`config.mk`:
```
export PLATFORM = sky130hd
export DESIGN_NAME = fft_peak_detect
export DESIGN_NICKNAME = d
export VERILOG_FILES = /design/src/rtl/fft_pkg.sv /design/src/rtl/fft_mag_approx.sv /design/src/rtl/fft_peak_detect.sv
export SDC_FILE = /design/constraint.sdc
export NUM_CORES = 1
export LEC_CHECK = 0
export CAP_MARGIN = 20
export CORE_UTILIZATION = 30
export DETAILED_ROUTE_END_ITERATION = 12
export PLACE_DENSITY = 0.58
export SKIP_CTS_REPAIR_TIMING = 1
export SLEW_MARGIN = 20
export SYNTH_ARGS = -nofsm -noshare
export SYNTH_HDL_FRONTEND = slang
export SYNTH_SLANG_ARGS = --single-unit
```
`constraint.sdc`:
```
create_clock -name clk -period 4.7 [get_ports clk]
set_clock_uncertainty 0.1 [all_clocks]
set_input_delay 0.94 -clock clk [delete_from_list [all_inputs] [get_ports clk]]
set_output_delay 0.94 -clock clk [all_outputs]
set_load 0.03 [all_outputs]
```
`src/rtl/fft_pkg.sv`:
```
`default_nettype none
// ============================================================================
// Module      : fft_pkg
// Description : Shared FFT frame geometry, peak-record type and the
//               absolute-value helper used by the magnitude pipeline.
// Revision    : 1.0 - initial release
// ============================================================================
package fft_pkg;

  localparam int FFT_N  = 1024;
  localparam int FFT_AW = 10;
  localparam int FFT_DW = 32;

  // Running-maximum record: bin index together with its magnitude
  typedef struct packed {
    logic [FFT_AW-1:0] bin;
    logic [FFT_DW-1:0] mag;
  } peak_t;

  // Unsigned absolute value; the most negative input maps to 2^(DW-1),
  // which still fits in DW unsigned bits.
  function automatic logic [FFT_DW-1:0] abs_u(input logic signed [FFT_DW-1:0] v);
    abs_u = v[FFT_DW-1] ? $unsigned(-v) : $unsigned(v);
  endfunction

endpackage
`default_nettype wire

```
`src/rtl/fft_mag_approx.sv`:
```
`default_nettype none
// ============================================================================
// Module      : fft_mag_approx
// Description : Three-stage alpha-max-plus-beta-min magnitude approximation,
//               mag = max + min/4 + min/8, one sample per cycle, bubbles
//               carried through with the valid bit.
// Revision    : 1.0 - initial release
// ============================================================================
module fft_mag_approx
  import fft_pkg::*;
(
  input  logic                     clk,
  input  logic                     nrst,
  input  logic                     in_avail_i,
  input  logic [FFT_AW-1:0]        in_cnt_i,
  input  logic signed [FFT_DW-1:0] in_re_i,
  input  logic signed [FFT_DW-1:0] in_im_i,
  output logic                     mag_valid_o,
  output logic [FFT_AW-1:0]        mag_addr_o,
  output logic [FFT_DW-1:0]        mag_data_o
);

  logic              s1_vld_q,  s1_vld_d;
  logic [FFT_AW-1:0] s1_addr_q, s1_addr_d;
  logic [FFT_DW-1:0] s1_re_q,   s1_re_d;
  logic [FFT_DW-1:0] s1_im_q,   s1_im_d;

  logic              s2_vld_q,  s2_vld_d;
  logic [FFT_AW-1:0] s2_addr_q, s2_addr_d;
  logic [FFT_DW-1:0] s2_max_q,  s2_max_d;
  logic [FFT_DW-1:0] s2_min_q,  s2_min_d;

  logic              s3_vld_q,  s3_vld_d;
  logic [FFT_AW-1:0] s3_addr_q, s3_addr_d;
  logic [FFT_DW-1:0] s3_mag_q,  s3_mag_d;

  // Next-state of all stages: abs, then max/min ordering, then scaled sum
  always_comb begin
    s1_vld_d  = in_avail_i;
    s1_addr_d = in_cnt_i;
    s1_re_d   = abs_u(in_re_i);
    s1_im_d   = abs_u(in_im_i);

    s2_vld_d  = s1_vld_q;
    s2_addr_d = s1_addr_q;
    if (s1_re_q >= s1_im_q) begin
      s2_max_d = s1_re_q;
      s2_min_d = s1_im_q;
    end else begin
      s2_max_d = s1_im_q;
      s2_min_d = s1_re_q;
    end

    // max <= 2^31 so max + 3/8*max stays below 2^32
    s3_vld_d  = s2_vld_q;
    s3_addr_d = s2_addr_q;
    s3_mag_d  = s2_max_q + (s2_min_q >> 2) + (s2_min_q >> 3);
  end

  // Pipeline registers, all cleared by the asynchronous reset
  always_ff @(posedge clk or negedge nrst) begin
    if (!nrst) begin
      s1_vld_q  <= 1'b0;
      s1_addr_q <= '0;
      s1_re_q   <= '0;
      s1_im_q   <= '0;
      s2_vld_q  <= 1'b0;
      s2_addr_q <= '0;
      s2_max_q  <= '0;
      s2_min_q  <= '0;
      s3_vld_q  <= 1'b0;
      s3_addr_q <= '0;
      s3_mag_q  <= '0;
    end else begin
      s1_vld_q  <= s1_vld_d;
      s1_addr_q <= s1_addr_d;
      s1_re_q   <= s1_re_d;
      s1_im_q   <= s1_im_d;
      s2_vld_q  <= s2_vld_d;
      s2_addr_q <= s2_addr_d;
      s2_max_q  <= s2_max_d;
      s2_min_q  <= s2_min_d;
      s3_vld_q  <= s3_vld_d;
      s3_addr_q <= s3_addr_d;
      s3_mag_q  <= s3_mag_d;
    end
  end

  assign mag_valid_o = s3_vld_q;
  assign mag_addr_o  = s3_addr_q;
  assign mag_data_o  = s3_mag_q;

endmodule
`default_nettype wire

```
`src/rtl/fft_peak_detect.sv`:
```
`default_nettype none
// ============================================================================
// Module      : fft_peak_detect
// Description : Streams approximate FFT bin magnitudes and tracks the largest
//               one over a frame (bins 0..1023), reporting it with a done
//               pulse, a wrapping frame counter and a sticky sequence error.
// Revision    : 1.0 - initial release
// ============================================================================
module fft_peak_detect
  import fft_pkg::*;
#(
  parameter int unsigned SEARCH_HALF = 1,
  parameter int unsigned SKIP_DC     = 1
)
(
  input  logic                     clk,
  input  logic                     nrst,
  input  logic                     in_avail,
  input  logic [FFT_AW-1:0]        in_cnt,
  input  logic signed [FFT_DW-1:0] in_re,
  input  logic signed [FFT_DW-1:0] in_im,
  output logic                     mag_valid,
  output logic [FFT_AW-1:0]        mag_addr,
  output logic [FFT_DW-1:0]        mag_data,
  output logic                     done,
  output logic [FFT_AW-1:0]        peak_bin,
  output logic [FFT_DW-1:0]        peak_mag,
  output logic                     seq_err,
  output logic [15:0]              frame_cnt
);

  localparam logic [1:0] ST_IDLE = 2'd0;
  localparam logic [1:0] ST_ACC  = 2'd1;
  localparam logic [1:0] ST_DONE = 2'd2;

  logic [1:0]        state_q,     state_d;
  peak_t             run_q,       run_d;
  logic [FFT_AW-1:0] prev_q,      prev_d;
  logic              seq_err_q,   seq_err_d;
  logic              done_q,      done_d;
  peak_t             peak_q,      peak_d;
  logic [15:0]       frame_cnt_q, frame_cnt_d;

  logic              w_start;
  logic              w_in_range;
  logic              w_better;
  logic [FFT_AW-1:0] w_next_addr;
  peak_t             w_init;

  fft_mag_approx u_mag (
    .clk         (clk),
    .nrst        (nrst),
    .in_avail_i  (in_avail),
    .in_cnt_i    (in_cnt),
    .in_re_i     (in_re),
    .in_im_i     (in_im),
    .mag_valid_o (mag_valid),
    .mag_addr_o  (mag_addr),
    .mag_data_o  (mag_data)
  );

  // Search-window qualification and running-maximum candidates for stage 3
  always_comb begin
    w_start     = mag_valid && (mag_addr == '0);
    w_in_range  = ((SKIP_DC == 0) || (mag_addr != '0)) &&
                  ((SEARCH_HALF == 0) || (mag_addr < FFT_AW'(FFT_N / 2)));
    w_better    = w_in_range && (mag_data > run_q.mag);
    w_next_addr = prev_q + 1'b1;
    // Frame start: maximum begins at 0/bin 0, then bin 0 itself is evaluated
    w_init.bin  = '0;
    w_init.mag  = (w_in_range && (mag_data > '0)) ? mag_data : '0;
  end

  // Frame FSM: start on index 0, accumulate, report on index 1023
  always_comb begin
    state_d     = state_q;
    run_d       = run_q;
    prev_d      = prev_q;
    seq_err_d   = seq_err_q;
    done_d      = 1'b0;
    peak_d      = peak_q;
    frame_cnt_d = frame_cnt_q;

    case (state_q)
      ST_IDLE: begin
        if (w_start) begin
          state_d   = ST_ACC;
          run_d     = w_init;
          prev_d    = '0;
          seq_err_d = 1'b0;
        end
      end
      ST_ACC: begin
        if (w_start) begin
          // Abort the partial frame and restart; not a sequence error
          run_d  = w_init;
          prev_d = '0;
        end else if (mag_valid) begin
          if (mag_addr != w_next_addr) begin
            seq_err_d = 1'b1;
          end
          if (w_better) begin
            run_d.bin = mag_addr;
            run_d.mag = mag_data;
          end
          prev_d = mag_addr;
          if (mag_addr == '1) begin
            state_d     = ST_DONE;
            done_d      = 1'b1;
            peak_d      = run_d;
            frame_cnt_d = frame_cnt_q + 1'b1;
          end
        end
      end
      ST_DONE: begin
        // An index 0 landing here starts the next frame without an idle gap
        if (w_start) begin
          state_d   = ST_ACC;
          run_d     = w_init;
          prev_d    = '0;
          seq_err_d = 1'b0;
        end else begin
          state_d = ST_IDLE;
        end
      end
      default: begin
        state_d = ST_IDLE;
      end
    endcase
  end

  // FSM and result registers; reset discards any frame in progress
  always_ff @(posedge clk or negedge nrst) begin
    if (!nrst) begin
      state_q     <= ST_IDLE;
      run_q       <= '0;
      prev_q      <= '0;
      seq_err_q   <= 1'b0;
      done_q      <= 1'b0;
      peak_q      <= '0;
      frame_cnt_q <= '0;
    end else begin
      state_q     <= state_d;
      run_q       <= run_d;
      prev_q      <= prev_d;
      seq_err_q   <= seq_err_d;
      done_q      <= done_d;
      peak_q      <= peak_d;
      frame_cnt_q <= frame_cnt_d;
    end
  end

  assign done      = done_q;
  assign peak_bin  = peak_q.bin;
  assign peak_mag  = peak_q.mag;
  assign seq_err   = seq_err_q;
  assign frame_cnt = frame_cnt_q;

endmodule
`default_nettype wire

```
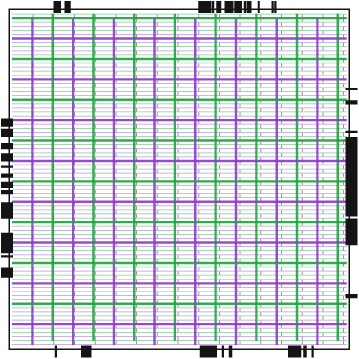
**Above:** PDN straps and rails.
Scale: 1.5 px per um. Pins as bars on the die edge. Tap cells in grey.
VDD: shown in green. VSS: shown in purple.
664 tap cells. 16 straps on met4. 180 signal pins sit on the boundary. The core has 81 rows.
Die Y: 226 um
Die X: 226 um

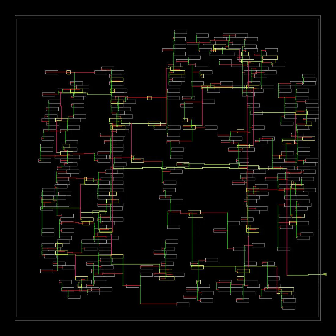
**Above:** the clock network.
Flops: 305
clock sink count: 305

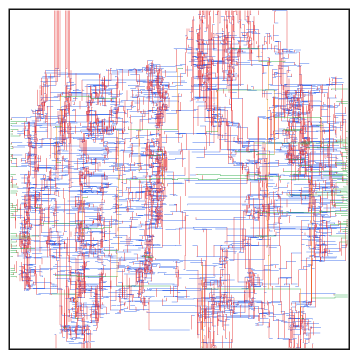
**Above:** signal wires by layer.
Scale: 1.5 px per um.
met2: shown in red, wire length 16,300 um. met4: shown in orange, wire length 683 um. met3: shown in green, wire length 1,440 um. met1: shown in blue, wire length 15,900 um.
WL final: 34,300 um
Total GRT Usage: 13.7%

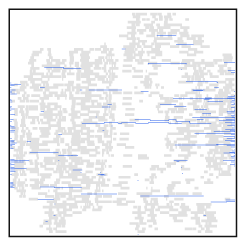
**Above:** met3 routing.
Scale: 1 px per um. Cells faint in the background.
129 nets have wire on it. The layer carries 1,440 um of wire. The wires run mostly horizontal. The longest straight run is 63.3 um. The layer holds 4.2% of the routed length.
Vias: 9,937
grt met3 use: 2.41%

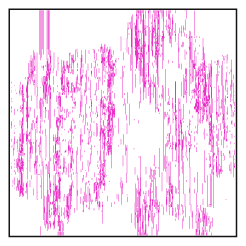
**Above:** met2 routing.
Scale: 1 px per um.
The wires run mostly vertical. The layer carries 16,300 um of wire. 1,403 nets have wire on it.
met2 global-route usage: 22.9%

==> changes_impl.md <==
## Flow update

* Yosys cell count at 1,225
* CP Data Required Time at 5.05 ns
* HP Class: flop to flop
* Gate Count Post-Synth at 1,225
* Area Growth Syn to Fin at 26.3%
* WP depth at 11
* Drt pass-1 iters at 4
* Final WS setup at approximately 0.9 ns
* CP max stage cell: fa_1
* Post-layout period usage at 80.9%
* Fin util at around two fifths
* Antenna Violating Nets Remaining at 0
* Main flop type: dfrtp_1
* DRC at 0
* CP Launch Point: u_mag.s2_min_q[3]$_DFF_PN0_
* DPL Wire Length at about 26,000 um
* Chip Area, Yosys at ~0.015 mm2
* Largest net degree at the start of global routing at 109
* RSZ-0062 raised after global routing: false
* WS Path Type: flop to flop
* Post-synth seq share at between 50% and 60%
* Iter 0 DRT Violations at 523
* CP cell instances: fa_1 -> ha_1 -> fa_1 -> a211oi_1 -> o21ai_0 -> a31oi_1 -> o21ai_0 -> nand4_1 -> a31oi_1 -> or4b_1 -> o211ai_1
* Clock Tree Buf Depth at 3
* Max incr delay on CP at ~0.55 ns
* Total Power Consumption at 10.5 mW
* Antenna diode count at 0
* Worst-path clk slew at 0.06 ns
* Mapped cell area at 0.0150 mm2
* Flop2flop setup slack at 0.90 ns
* Asr flop ratio synth at 100%
* Arrival @ worst endpoint at 4.15 ns
* Worst hold start: u_mag.s2_addr_q[9]$_DFF_PN0_
* Crit path max fanout at 4
* Fraction of layout instances using a drive strength above 1 at 13.8%
* Status: complete, no violations
* Final setup vio count at 0
* Post-layout min period at 3.80 ns
* Reg2Reg Depth at 11
* Worst Hold End: u_mag.mag_addr_o[9]$_DFF_PN0_
* Crit end category: flop
* Syn Area/Cell at around 12 um2
* Die area at 0.0510 mm2
* Reg2reg end: u_mag.mag_data_o[29]$_DFF_PN0_
* Fmax at 0.263 GHz
* Vias/cell at 4.70
* EDFF count, synth at 0
* Crit start category: flop
* Transition time of the tightest slew-check pin at 0.881 ns
* Final nets at 1,627
* Reg2reg start: u_mag.s2_min_q[3]$_DFF_PN0_
* First-pass GRT wire length at 55,400 um
* Dominant logic cell types in the final layout: dfrtp_1, clkdlybuf4s50_1, mux2_2
* Maximum VDD drop at 0.000236 V
* Grt ovf at 0
* Latency at later pin at 0.55 ns
* Lkg Pwr at between 8 and 9 nW
* # IOs at 180
* Port-buffer cells at ~180
* # H-tree levels at 2
* Top delay family on crit path: AND-OR/OR-AND gates
* Average routed wire per standard cell at approximately 16 um
* Floorplan core density at between 30% and 40%
* Critical Path Sink: u_mag.mag_data_o[29]$_DFF_PN0_
* Total negative slack at 0 ns
* Most instantiated logic cell after routing: dfrtp_1
* Power per cell area at 551 mW/mm2
* Max-Cap Viols at 0
* WHS Path Cells at 0
* Ys flops at 305
* Final hold violations at 0
* Vias in the first global route at 10,300
* Pre-CTS setup slack at 0.406 ns
* Synthesized net count at 1,431
* CTS tree: done
* YS warnings at 0
* Placer congestion estimate at 0.778
* Core Footprint at 0.0492 mm2
* Rel. slew slack at 41.3%
* Fin. max-slew vios at 0
==> power breakdown <==
group          internal (mW)  switching [mW]
Sequential              3.06           0.424
Combinational           1.79            2.13
Clock                   1.93            1.12
Total                   6.78            3.68
==> stage by stage <==
stage / std cells / hold slack, ns / instance area (um2)
after detailed placement: 2046 / 0.236 / 17600
after floorplan: 1225 / 0.231 / 15000
final: 2113 / 0.246 / 19000
after global placement: 2046 / 0.234 / 17600
after global routing: 2113 / 0.252 / 19000
after CTS: 2113 / 0.250 / 19000
==> per-layer routing <==
| metal | GRT usage, % | routed length (um) | up-vias |
|---|---|---|---|
| met5 | 0 | 0 | - |
| met4 | 4.50 | 683 | 0 |
| met3 | 2.41 | 1440 | 47 |
| met2 | 22.9 | 16300 | 190 |
| met1 | 18.0 | 15900 | 4903 |
| li1 | - | - | 4797 |
==> logic make-up (layout without fill, tap and decap cells) <==
group	Yosys count	in the layout	share of synthesized area (%)
muxes	108	108	8.07
and+or+nand+nor	209	209	7.65
DFF	305	305	50.8
xor gates and xnor gates	110	110	6.42
AOI/OAI and AO/OA	250	250	11.9
adders and majority gates	129	129	12.2
buffers and inverters	114	338	2.85
==> synthesized netlist by cell type (all sizes together), types with 2 or more instances <==
master | instances | area (um2)
nand3b | 2 | 15.0
and2 | 3 | 18.8
and3 | 7 | 43.8
dfrtp | 305 | 7630
a211o | 3 | 26.3
inv | 80 | 300
xnor2 | 93 | 815
nand4b | 4 | 35.0
nor2 | 41 | 154
o211ai | 9 | 67.6
a21oi | 40 | 200
and4 | 4 | 35.0
a31oi | 10 | 62.6
o311ai | 2 | 17.5
o21ai | 42 | 210
nand3 | 15 | 75.1
a22o | 53 | 464
fa | 30 | 601
a311oi | 2 | 17.5
clkbuf | 31 | 116
nand4 | 24 | 150
o41ai | 10 | 103
nor4 | 9 | 71.3
o21a | 9 | 67.6
mux2 | 105 | 1180
o21bai | 4 | 30.0
buf | 3 | 11.3
a21o | 31 | 233
nand2 | 48 | 180
xor2 | 17 | 149
or3 | 11 | 78.8
or4 | 10 | 90.1
ha | 99 | 1240
nor3 | 10 | 50.1
o31ai | 17 | 141
or2 | 4 | 27.5
nand2b | 6 | 37.5
nor2b | 6 | 37.5
mux2i | 3 | 30.0
and3b | 2 | 17.5
a211oi | 6 | 45.0
==> flip-flops by register name, indices dropped and copies added (netlist names), 16 cells and up <==
name and flops:
u_mag.s2_min_q 30, run_q 42, peak_mag 32, u_mag.s1_im_q 32, u_mag.s2_max_q 32, u_mag.mag_data_o 32
u_mag.s1_re_q 32, frame_cnt 16
==> area by class of cell <==
type / count / area, um2
repair buffers: 191 / 1900
flip-flops and latches: 305 / 7630
well taps: 664 / 831
inverters: 80 / 300
fillers: 4677 / 30200
clock buffers: 51 / 1110
clock inverters: 16 / 229
multi-input cells: 806 / 6970
Power is estimated from default activity; no workload was simulated.
